File: config.mk
export PLATFORM = sky130hd
export DESIGN_NAME = pc_redirect_unit_flat
export DESIGN_NICKNAME = d
export VERILOG_FILES = /design/src/rtl/pc_redirect_unit_pkg.sv /design/src/rtl/pc_redirect_unit_if.sv /design/src/rtl/pc_redirect_unit_sat_counter.sv /design/src/rtl/pc_redirect_unit.sv /design/src/flat_wrapper.sv
export SDC_FILE = /design/constraint.sdc
export NUM_CORES = 1
export LEC_CHECK = 0
export ABC_AREA = 0
export CORE_AREA = 2 2 74 76
export CTS_BUF_LIST = sky130_fd_sc_hd__clkbuf_8 sky130_fd_sc_hd__clkbuf_16
export DETAILED_ROUTE_END_ITERATION = 10
export DIE_AREA = 0 0 76 78
export PLACE_DENSITY = 0.78
export SLEW_MARGIN = 10
export SYNTH_ARGS = -nofsm -noshare
export SYNTH_HDL_FRONTEND = slang
export SYNTH_HIERARCHICAL = 1
export SYNTH_SLANG_ARGS = --single-unit
File: constraint.sdc
create_clock -name clk -period 6.9 [get_ports clk]
set_input_delay 0.69 -clock clk [delete_from_list [all_inputs] [get_ports clk]]
set_output_delay 0.69 -clock clk [all_outputs]
set_load 0.01 [all_outputs]
File: src/rtl/pc_redirect_unit_pkg.sv
// Shared types and defaults for the PC redirect unit and the ID stage.
package pc_redirect_unit_pkg;

  localparam int PC_WIDTH_DEF  = 10;
  localparam int PC_STEP_DEF   = 1;
  localparam int RESET_PC_DEF  = 0;
  localparam int CNT_WIDTH_DEF = 16;

  typedef enum logic [1:0] {
    RUN      = 2'd0,
    WAIT_OP  = 2'd1,
    REDIRECT = 2'd2
  } redirect_state_e;

endpackage

File: src/rtl/pc_redirect_unit_if.sv
// Branch-resolution bus between the ID stage and the IF-side redirect unit.
interface pc_redirect_unit_if #(
  parameter int PC_WIDTH = 10
);

  logic                id_is_branch;
  logic                id_branch_ne;
  logic                id_cmp_eq;
  logic                id_operand_pending;
  logic [PC_WIDTH-1:0] id_target;
  logic [PC_WIDTH-1:0] pc_out;
  logic                if_flush;
  logic                id_hold;

  // ID-stage side: supplies the branch decision, consumes fetch control
  modport master (
    output id_is_branch, id_branch_ne, id_cmp_eq, id_operand_pending, id_target,
    input  pc_out, if_flush, id_hold
  );

  // Redirect unit side
  modport slave (
    input  id_is_branch, id_branch_ne, id_cmp_eq, id_operand_pending, id_target,
    output pc_out, if_flush, id_hold
  );

endinterface

File: src/rtl/pc_redirect_unit_sat_counter.sv
// Saturating up-counter used for the debug statistics.
module sat_counter #(
  parameter int WIDTH = 16
) (
  input  logic             clk,
  input  logic             rst_n,
  input  logic             inc,
  output logic [WIDTH-1:0] count
);

  // Count up on inc, sticking at all-ones instead of wrapping
  always_ff @(posedge clk or negedge rst_n) begin
    if (!rst_n) begin
      count <= '0;
    end else if (inc && (count != {WIDTH{1'b1}})) begin
      count <= count + WIDTH'(1);
    end
  end

endmodule

File: src/rtl/pc_redirect_unit.sv
// PC register and branch redirect control for the IF stage.
//
// state    | meaning
// ---------+------------------------------------------------------------
// RUN      | normal sequential fetch, branches resolve here
// WAIT_OP  | branch in ID waiting on a load result; fetch held
// REDIRECT | taken branch just redirected; ID holds the flushed bubble
module pc_redirect_unit
  import pc_redirect_unit_pkg::*;
#(
  parameter int PC_WIDTH  = PC_WIDTH_DEF,
  parameter int PC_STEP   = PC_STEP_DEF,
  parameter int RESET_PC  = RESET_PC_DEF,
  parameter int CNT_WIDTH = CNT_WIDTH_DEF
) (
  input  logic                 clk,
  input  logic                 rst_n,
  input  logic                 fetch_en,
  pc_redirect_unit_if.slave    bus,
  output logic [CNT_WIDTH-1:0] taken_cnt,
  output logic [CNT_WIDTH-1:0] stall_cnt
);

  redirect_state_e     state_q, state_nxt;
  logic [PC_WIDTH-1:0] pc_q, pc_nxt, pc_seq;
  logic                taken;
  logic                flush_c;
  logic                hold_c;

  assign taken  = bus.id_cmp_eq ^ bus.id_branch_ne;
  assign pc_seq = pc_q + PC_WIDTH'(PC_STEP);

  // Next PC/state and the Mealy flush/hold decisions.
  // RUN and WAIT_OP share one rule set: a branch that stops pending
  // resolves in the same cycle, one that vanishes falls back to fetch.
  always_comb begin
    pc_nxt    = pc_q;
    state_nxt = state_q;
    flush_c   = 1'b0;
    hold_c    = 1'b0;
    if (fetch_en) begin
      case (state_q)
        RUN, WAIT_OP: begin
          if (bus.id_is_branch && bus.id_operand_pending) begin
            hold_c    = 1'b1;
            state_nxt = WAIT_OP;
          end else if (bus.id_is_branch && taken) begin
            flush_c   = 1'b1;
            pc_nxt    = bus.id_target;
            state_nxt = REDIRECT;
          end else begin
            pc_nxt    = pc_seq;
            state_nxt = RUN;
          end
        end
        REDIRECT: begin
          pc_nxt    = pc_seq;
          state_nxt = RUN;
        end
        default: begin
          state_nxt = RUN;
        end
      endcase
    end
  end

  // PC and state registers; reset drops any pending redirect
  always_ff @(posedge clk or negedge rst_n) begin
    if (!rst_n) begin
      pc_q    <= PC_WIDTH'(RESET_PC);
      state_q <= RUN;
    end else begin
      pc_q    <= pc_nxt;
      state_q <= state_nxt;
    end
  end

  // Mealy outputs are forced quiet while reset is asserted so IF/ID is
  // never frozen or flushed by a stale branch during reset.
  assign bus.pc_out   = pc_q;
  assign bus.if_flush = flush_c & rst_n;
  assign bus.id_hold  = hold_c & rst_n;

  sat_counter #(.WIDTH(CNT_WIDTH)) u_taken_cnt (
    .clk   (clk),
    .rst_n (rst_n),
    .inc   (flush_c),
    .count (taken_cnt)
  );

  sat_counter #(.WIDTH(CNT_WIDTH)) u_stall_cnt (
    .clk   (clk),
    .rst_n (rst_n),
    .inc   (hold_c),
    .count (stall_cnt)
  );

endmodule

File: src/flat_wrapper.sv
// flat-port wrapper written by rule: the top's interface ports become plain ports
module pc_redirect_unit_flat import pc_redirect_unit_pkg::*;
#(
  parameter int PC_WIDTH  = PC_WIDTH_DEF,
  parameter int PC_STEP   = PC_STEP_DEF,
  parameter int RESET_PC  = RESET_PC_DEF,
  parameter int CNT_WIDTH = CNT_WIDTH_DEF
)
  (clk, rst_n, fetch_en, taken_cnt, stall_cnt, bus_id_is_branch, bus_id_branch_ne, bus_id_cmp_eq, bus_id_operand_pending, bus_id_target, bus_pc_out, bus_if_flush, bus_id_hold);
  pc_redirect_unit_if #(.PC_WIDTH(PC_WIDTH)) bus_i ();
  input  logic clk;
  input  logic rst_n;
  input  logic fetch_en;
  output logic [CNT_WIDTH-1:0] taken_cnt;
  output logic [CNT_WIDTH-1:0] stall_cnt;
  input wire logic [$bits(bus_i.id_is_branch)-1:0] bus_id_is_branch;
  input wire logic [$bits(bus_i.id_branch_ne)-1:0] bus_id_branch_ne;
  input wire logic [$bits(bus_i.id_cmp_eq)-1:0] bus_id_cmp_eq;
  input wire logic [$bits(bus_i.id_operand_pending)-1:0] bus_id_operand_pending;
  input wire logic [$bits(bus_i.id_target)-1:0] bus_id_target;
  output wire logic [$bits(bus_i.pc_out)-1:0] bus_pc_out;
  output wire logic [$bits(bus_i.if_flush)-1:0] bus_if_flush;
  output wire logic [$bits(bus_i.id_hold)-1:0] bus_id_hold;
  assign bus_i.id_is_branch = bus_id_is_branch;
  assign bus_i.id_branch_ne = bus_id_branch_ne;
  assign bus_i.id_cmp_eq = bus_id_cmp_eq;
  assign bus_i.id_operand_pending = bus_id_operand_pending;
  assign bus_i.id_target = bus_id_target;
  assign bus_pc_out = bus_i.pc_out;
  assign bus_if_flush = bus_i.if_flush;
  assign bus_id_hold = bus_i.id_hold;
  pc_redirect_unit #(.PC_WIDTH(PC_WIDTH), .PC_STEP(PC_STEP), .RESET_PC(RESET_PC), .CNT_WIDTH(CNT_WIDTH)) u_core (.clk(clk), .rst_n(rst_n), .fetch_en(fetch_en), .bus(bus_i), .taken_cnt(taken_cnt), .stall_cnt(stall_cnt));
endmodule
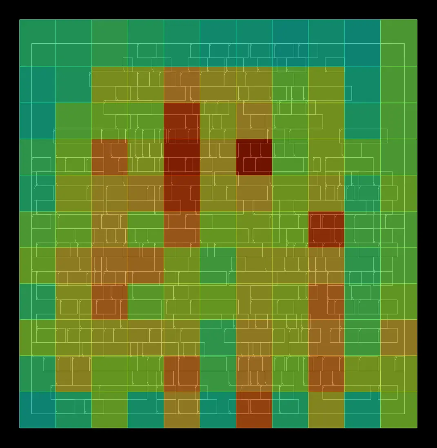
Fig. 1. Routing congestion map (run 1).
overall fraction of global-route tracks in use: 0.188
GR Layer Usage met2: 0.308
met3 layer usage reported by global route: 0.0349
met1 capacity usage during global routing: 0.258
mean routed wirelength per cell: 15.4 um

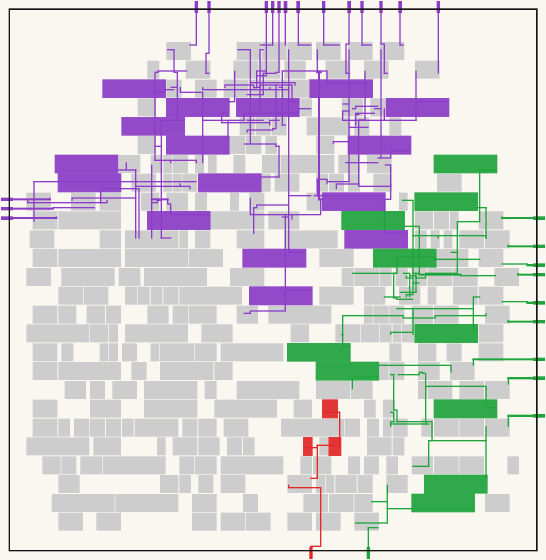
Fig. 2. I/O nets highlighted (run 1).
Green is bus_pc_out, bits 10, direction output, end cells 10, buffers 10, wire 338 um. Red is fetch_en, bits 1, direction input, end cells 3, buffers 1, wire 33.5 um. Purple is taken_cnt, bits 16, direction output, end cells 16, buffers 16, wire 720 um.

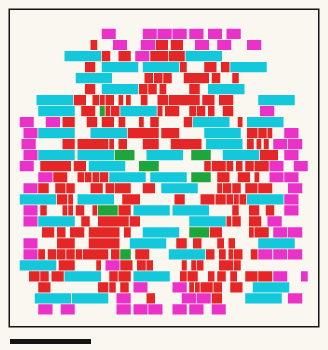
Fig. 3. Cell classes on the final placement (run 1).
The bar under the picture is 20 um long.
Green is clock drivers and dummy loads, cells 8. Cyan is sequential cells, cells 44. Red is remaining logic cells, cells 177. Magenta is remaining buffers and delay cells, cells 60.

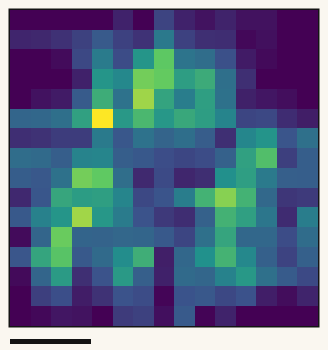
Fig. 4. Wiring heat map (run 1).
The bar under the picture is 20 um long. 15 x 16 tiles, from dark purple (low) to yellow (high), scaled to the fullest tile. Values are wire area over tile area, all layers added.
The mean over all tiles is 0.15. 13% of the tiles are nearly empty. The emptiest ninth of the die: top right. 18% of the tiles are over half the peak.

==> impl_report.txt, run 1 <==
RUN METRICS
----------------------------------------------------
[Layout]
  Combinational gate area ........................ around 0.0013 mm^2
  Combinational Gates ........................ 174
  Share of the final layout cell area in sequential cells ........................ 0.343
  Final-layout clock buffer total ........................ 6

[Drt]
  Via density per instance ........................ slightly below 6
  Via count of the routed design ........................ 2124
  Post-route antenna net violation count ........................ 0

[Synth]
  Net count after synthesis ........................ between 200 and 250
  Number of enable flip-flop cells ........................ 0

[Floorplanning]
  Number of top-level pins ........................ roughly 61
  Effective utilization at floorplan ........................ 0.489
  Number of tap cells added at floorplan ........................ roughly 70

[Timing]
  Worst-case setup margin in the final layout ........................ roughly 3.4 ns
  Final number of setup-violating endpoints ........................ 0
  Sum Neg Setup Slack ........................ 0 ns

[GRT]
  Antenna violations before repair ........................ 0

[Pwr]
  LEAKAGE ........................ 1.36 nW
  Int Pwr ........................ between 0.5 and 0.6 mW
  Largest voltage drop on the vdd net ........................ 188 uV

[Min path]
  Type of the worst min-delay path ........................ reg -> reg

[Worst setup path]
  Category of the worst setup path launch point ........................ input pin
  Type of the worst setup path ........................ in -> out
  Required time at the worst-slack endpoint ........................ between 6 and 7 ns

[Outcome]
  Result of the run ........................ complete, no violations

----------------------------------------------------
run 1: final timing paths:
path / start / endpoint / slack (ns) / cells past startpoint
min: u_core/state_q[0] / u_core/state_q[0] / 0.51 / 1
min in group asynchronous: rst_n / u_core/bus.pc_out[5] / 0.57 / 1
max reg2reg: u_core/state_q[1] / u_core/u_taken_cnt/count[10] / 4.16 / 7
min reg2reg: u_core/state_q[0] / u_core/state_q[0] / 0.51 / 1
max: fetch_en / bus_id_hold / 3.39 / 5
max in group asynchronous: rst_n / u_core/u_taken_cnt/count[5] / 5.70 / 1
run 1: registers in the layout, summed over array words and instances (netlist names):
name,cells
u_core/bus.pc_out,10
u_core/state_q,2
u_core/u_stall_cnt/count,16
u_core/u_taken_cnt/count,16
run 1: cells by family after synthesis:
logic type / synth area share
simple gates: 0.278
compound gates: 0.159
flops: 0.446
xor+xnor: 0.0533
buf+inv: 0.0183
mux: 0.0294
fa+ha+maj: 0.0152
run 1: critical path, stage by stage:
cell             delay (ns)
clkdlybuf4s50_1        0.50
inv_1                  0.09
nor3_1                 0.78
and2_1                 0.23
clkdlybuf4s50_1        0.53
run 1: power by group through the flow:
stage	sequential [mW]	clock, mW	combinational, mW
after floorplan	0.394	0	0.109
after global placement	0.387	0	0.259
after detailed placement	0.387	0	0.262
after CTS	0.384	0.170	0.264
after global routing	0.394	0.186	0.283
final	0.383	0.165	0.263
run 1: routing by layer:
layer	track usage	up-vias	routed length (um)	share of wire
li1	-	1008	-	-
met5	0	-	0	0
met1	0.258	1051	2480	0.45
met2	0.308	61	2700	0.49
met4	0.0527	0	46	0.0083
met3	0.0349	4	291	0.053
Fig. 5: run 1, cells by drive strength
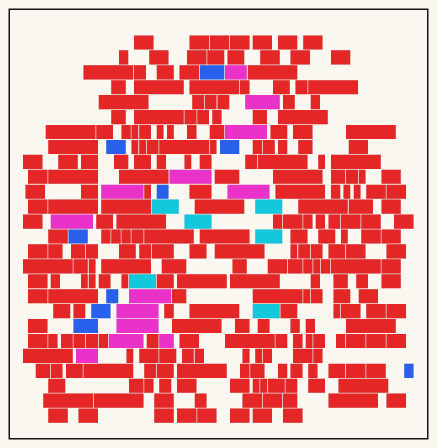

==> run 1 -> run 2 <==
--- a/config.mk
+++ b/config.mk
@@ -6,11 +6,11 @@
 export NUM_CORES = 1
 export LEC_CHECK = 0
 export ABC_AREA = 0
-export CORE_AREA = 2 2 74 76
+export CORE_AREA = 2 2 78 80
 export CTS_BUF_LIST = sky130_fd_sc_hd__clkbuf_8 sky130_fd_sc_hd__clkbuf_16
 export DETAILED_ROUTE_END_ITERATION = 10
-export DIE_AREA = 0 0 76 78
-export PLACE_DENSITY = 0.78
+export DIE_AREA = 0 0 80 82
+export PLACE_DENSITY = 0.74
 export SLEW_MARGIN = 10
 export SYNTH_ARGS = -nofsm -noshare
 export SYNTH_HDL_FRONTEND = slang
==> constraint.sdc (replaced) <==
create_clock -name clk -period 3 [get_ports clk]
set_input_delay 0.3 -clock clk [delete_from_list [all_inputs] [get_ports clk]]
set_output_delay 0.3 -clock clk [all_outputs]
set_load 0.01 [all_outputs]
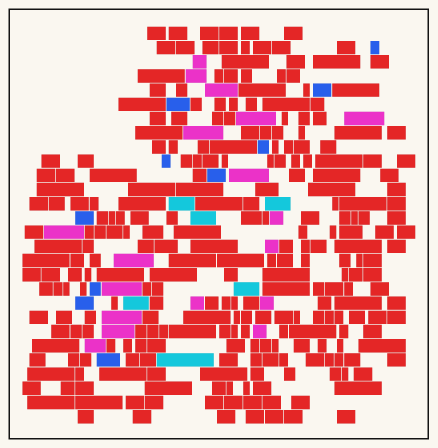
Fig. 6. Cells by drive strength (run 2).
Cyan is x6 and larger, cells 6, share 2.0%. Magenta is x3 and x4, cells 18, share 6.1%. Red is x1 and smaller, cells 262, share 89%. Blue is x2, cells 10, share 3.4%.

==> impl_report.txt, run 2 <==
RUN METRICS
----------------------------------------------------
[Outcome]
  Result of the run ........................ complete, no violations (unchanged)

[Worst setup path]
  Cells along the critical path ........................ clkdlybuf4s50_1, xnor2_1, or3_1, nor2_1, and3_1, and4_2, o211ai_1, o21a_1 (was clkdlybuf4s50_1, inv_1, nor3_1, and2_1, clkdlybuf4s50_1)
  Category of the worst setup path launch point ........................ input pin (unchanged)
  Max incr delay on CP ........................ 0.44 ns (was 0.78 ns)
  Slowest cell on the critical path ........................ clkdlybuf4s50_1 (was nor3_1)
  Cell family contributing the most delay on the critical path ........................ simple AND/OR/NAND/NOR gates (was buffers and inverters)
  Type of the worst setup path ........................ in -> reg (was in -> out)
  Peak fanout along the critical path ........................ 6 (was 7)
  Required time at the worst-slack endpoint ........................ 3.19 ns (was 6.21 ns)
  CP Buf/Inv Count ........................ 1 (was 3)

[Pwr]
  Combinational group power ........................ 0.613 mW (was 0.263 mW)
  Int Pwr ........................ 1.31 mW (was 0.538 mW)
  P_seq ........................ 0.882 mW (was 0.383 mW)
  Combinational group share of total power ........................ 0.317 (was 0.324)
  Largest voltage drop on the vdd net ........................ 362 uV (was 188 uV)
  Reported clock group power ........................ 0.440 mW (was 0.165 mW)
  LEAKAGE ........................ 1.40 nW (was 1.36 nW)
  Power group with the largest share ........................ registers (unchanged)

[Timing]
  Fin Clk Skew ........................ 0.0113 ns (was 0.00400 ns)
  Sum Neg Setup Slack ........................ 0 ns (unchanged)
  Worst-case setup margin in the final layout ........................ 0.664 ns (was 3.39 ns)
  Worst-Margin Slew ........................ 0.441 ns (was 1.01 ns)
  Final number of setup-violating endpoints ........................ 0 (unchanged)
  Final Hold Viols ........................ 0 (unchanged)
  Remaining max-slew budget at the tightest pin ........................ 0.705 (was 0.327)
  Fin crit share ........................ 0.779

[Synth]
  Share of synthesized registers carrying an async set or reset ........................ 1.00 (unchanged)
  Count leader, synth ........................ dfrtp_1 (unchanged)
  Net count after synthesis ........................ 246 (unchanged)
  Seq share, synth ........................ 0.446 (unchanged)
  Number of enable flip-flop cells ........................ 0 (unchanged)

[Layout]
  Final core area utilization ........................ 0.572 (was 0.636)
  Combinational gate area ........................ 0.00132 mm^2 (unchanged)

[Min path]
  Type of the worst min-delay path ........................ in -> async (was reg -> reg)

[Drt]
  DRC violations left ........................ 0 (unchanged)
  Via density per instance ........................ 5.68 (was 5.92)
  Via count of the routed design ........................ 2107 (was 2124)
  Post-route antenna net violation count ........................ 0 (unchanged)

[GRT]
  Antenna violations before repair ........................ 0 (unchanged)
  Overall fraction of global-route tracks in use ........................ 0.190 (was 0.188)

[Clock network]
  H-tree Lvls ........................ 2 (unchanged)
  Clock tree from TritonCTS ........................ yes (unchanged)
  Buffers inserted during post-CTS setup optimization ........................ 0 (unchanged)

[Floorplanning]
  Total number of placement rows ........................ 28 (was 26)
  Vertical die dimension ........................ 82 um (was 78 um)
  Effective utilization at floorplan ........................ 0.429 (was 0.489)
  Number of top-level pins ........................ 61 (unchanged)

[Placed design]
  Quantity of I/O buffers inserted on ports ........................ 60 (unchanged)

----------------------------------------------------
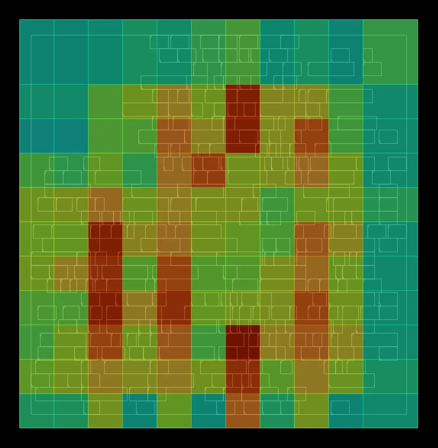
Fig. 7. Routing congestion map (run 2).
met3 layer usage reported by global route: 0.0495
mean routed wirelength per cell: 15.3 um

==> run 2: metal layers <==
metal / up-vias / global-route usage / wire length [um] / share of wire
met3: 8 / 0.0495 / 323 / 0.057
li1: 1019 / - / - / -
met5: - / 0 / 0 / 0
met2: 63 / 0.304 / 2670 / 0.47
met1: 1017 / 0.256 / 2640 / 0.46
met4: 0 / 0.0525 / 58 / 0.010
==> run 2: cell families after synthesis <==
logic type               after synthesis  synth area share
AND-OR/OR-AND                         53             0.159
XOR/XNOR                              15            0.0533
adder cells (fa/ha/maj)                3            0.0152
buffers and inverters                  8            0.0183
flip-flops                            44             0.446
multiplexers                           7            0.0294
AND/OR/NAND/NOR                       96             0.278
==> run 2: repair_timing <==
item                                   CTS  global route
resized                                  0             0
hold buffers                             1             0
endpoints found under the hold margin   15             0
==> run 2: stage by stage <==
step,hold slack [ns],cell area (um^2)
floorplan,0.00441,2470
global placement,0.253,3170
detailed placement,0.256,3170
CTS,0.474,3280
global route,0.475,3280
finish,0.461,3280
==> run 2: final cells by class <==
type	count	share of cell area
Timing Repair Buffer	67	0.198
Clock inverter	3	0.0118
Clock buffer	5	0.0210
Sequential cell	44	0.335
Multi-Input combinational cell	174	0.402
Tap cell	75	0.0286
Inverter	3	0.00343
==> run 2: final timing paths <==
kind                                                to  depth (start not counted)              start  slack [ns]
max                        u_core/u_taken_cnt/count[5]                          8      bus_id_cmp_eq        0.66
min                        u_core/u_taken_cnt/count[6]                          2              rst_n        0.46
max reg2reg                u_core/u_taken_cnt/count[5]                          7  u_core/state_q[1]        0.74
min reg2reg                          u_core/state_q[0]                          1  u_core/state_q[0]        0.51
max in group asynchronous  u_core/u_taken_cnt/count[0]                          3              rst_n        1.81
min in group clk                     u_core/state_q[0]                          1  u_core/state_q[0]        0.51
Power figures rest on the tool's default switching activity, not on a simulated workload.
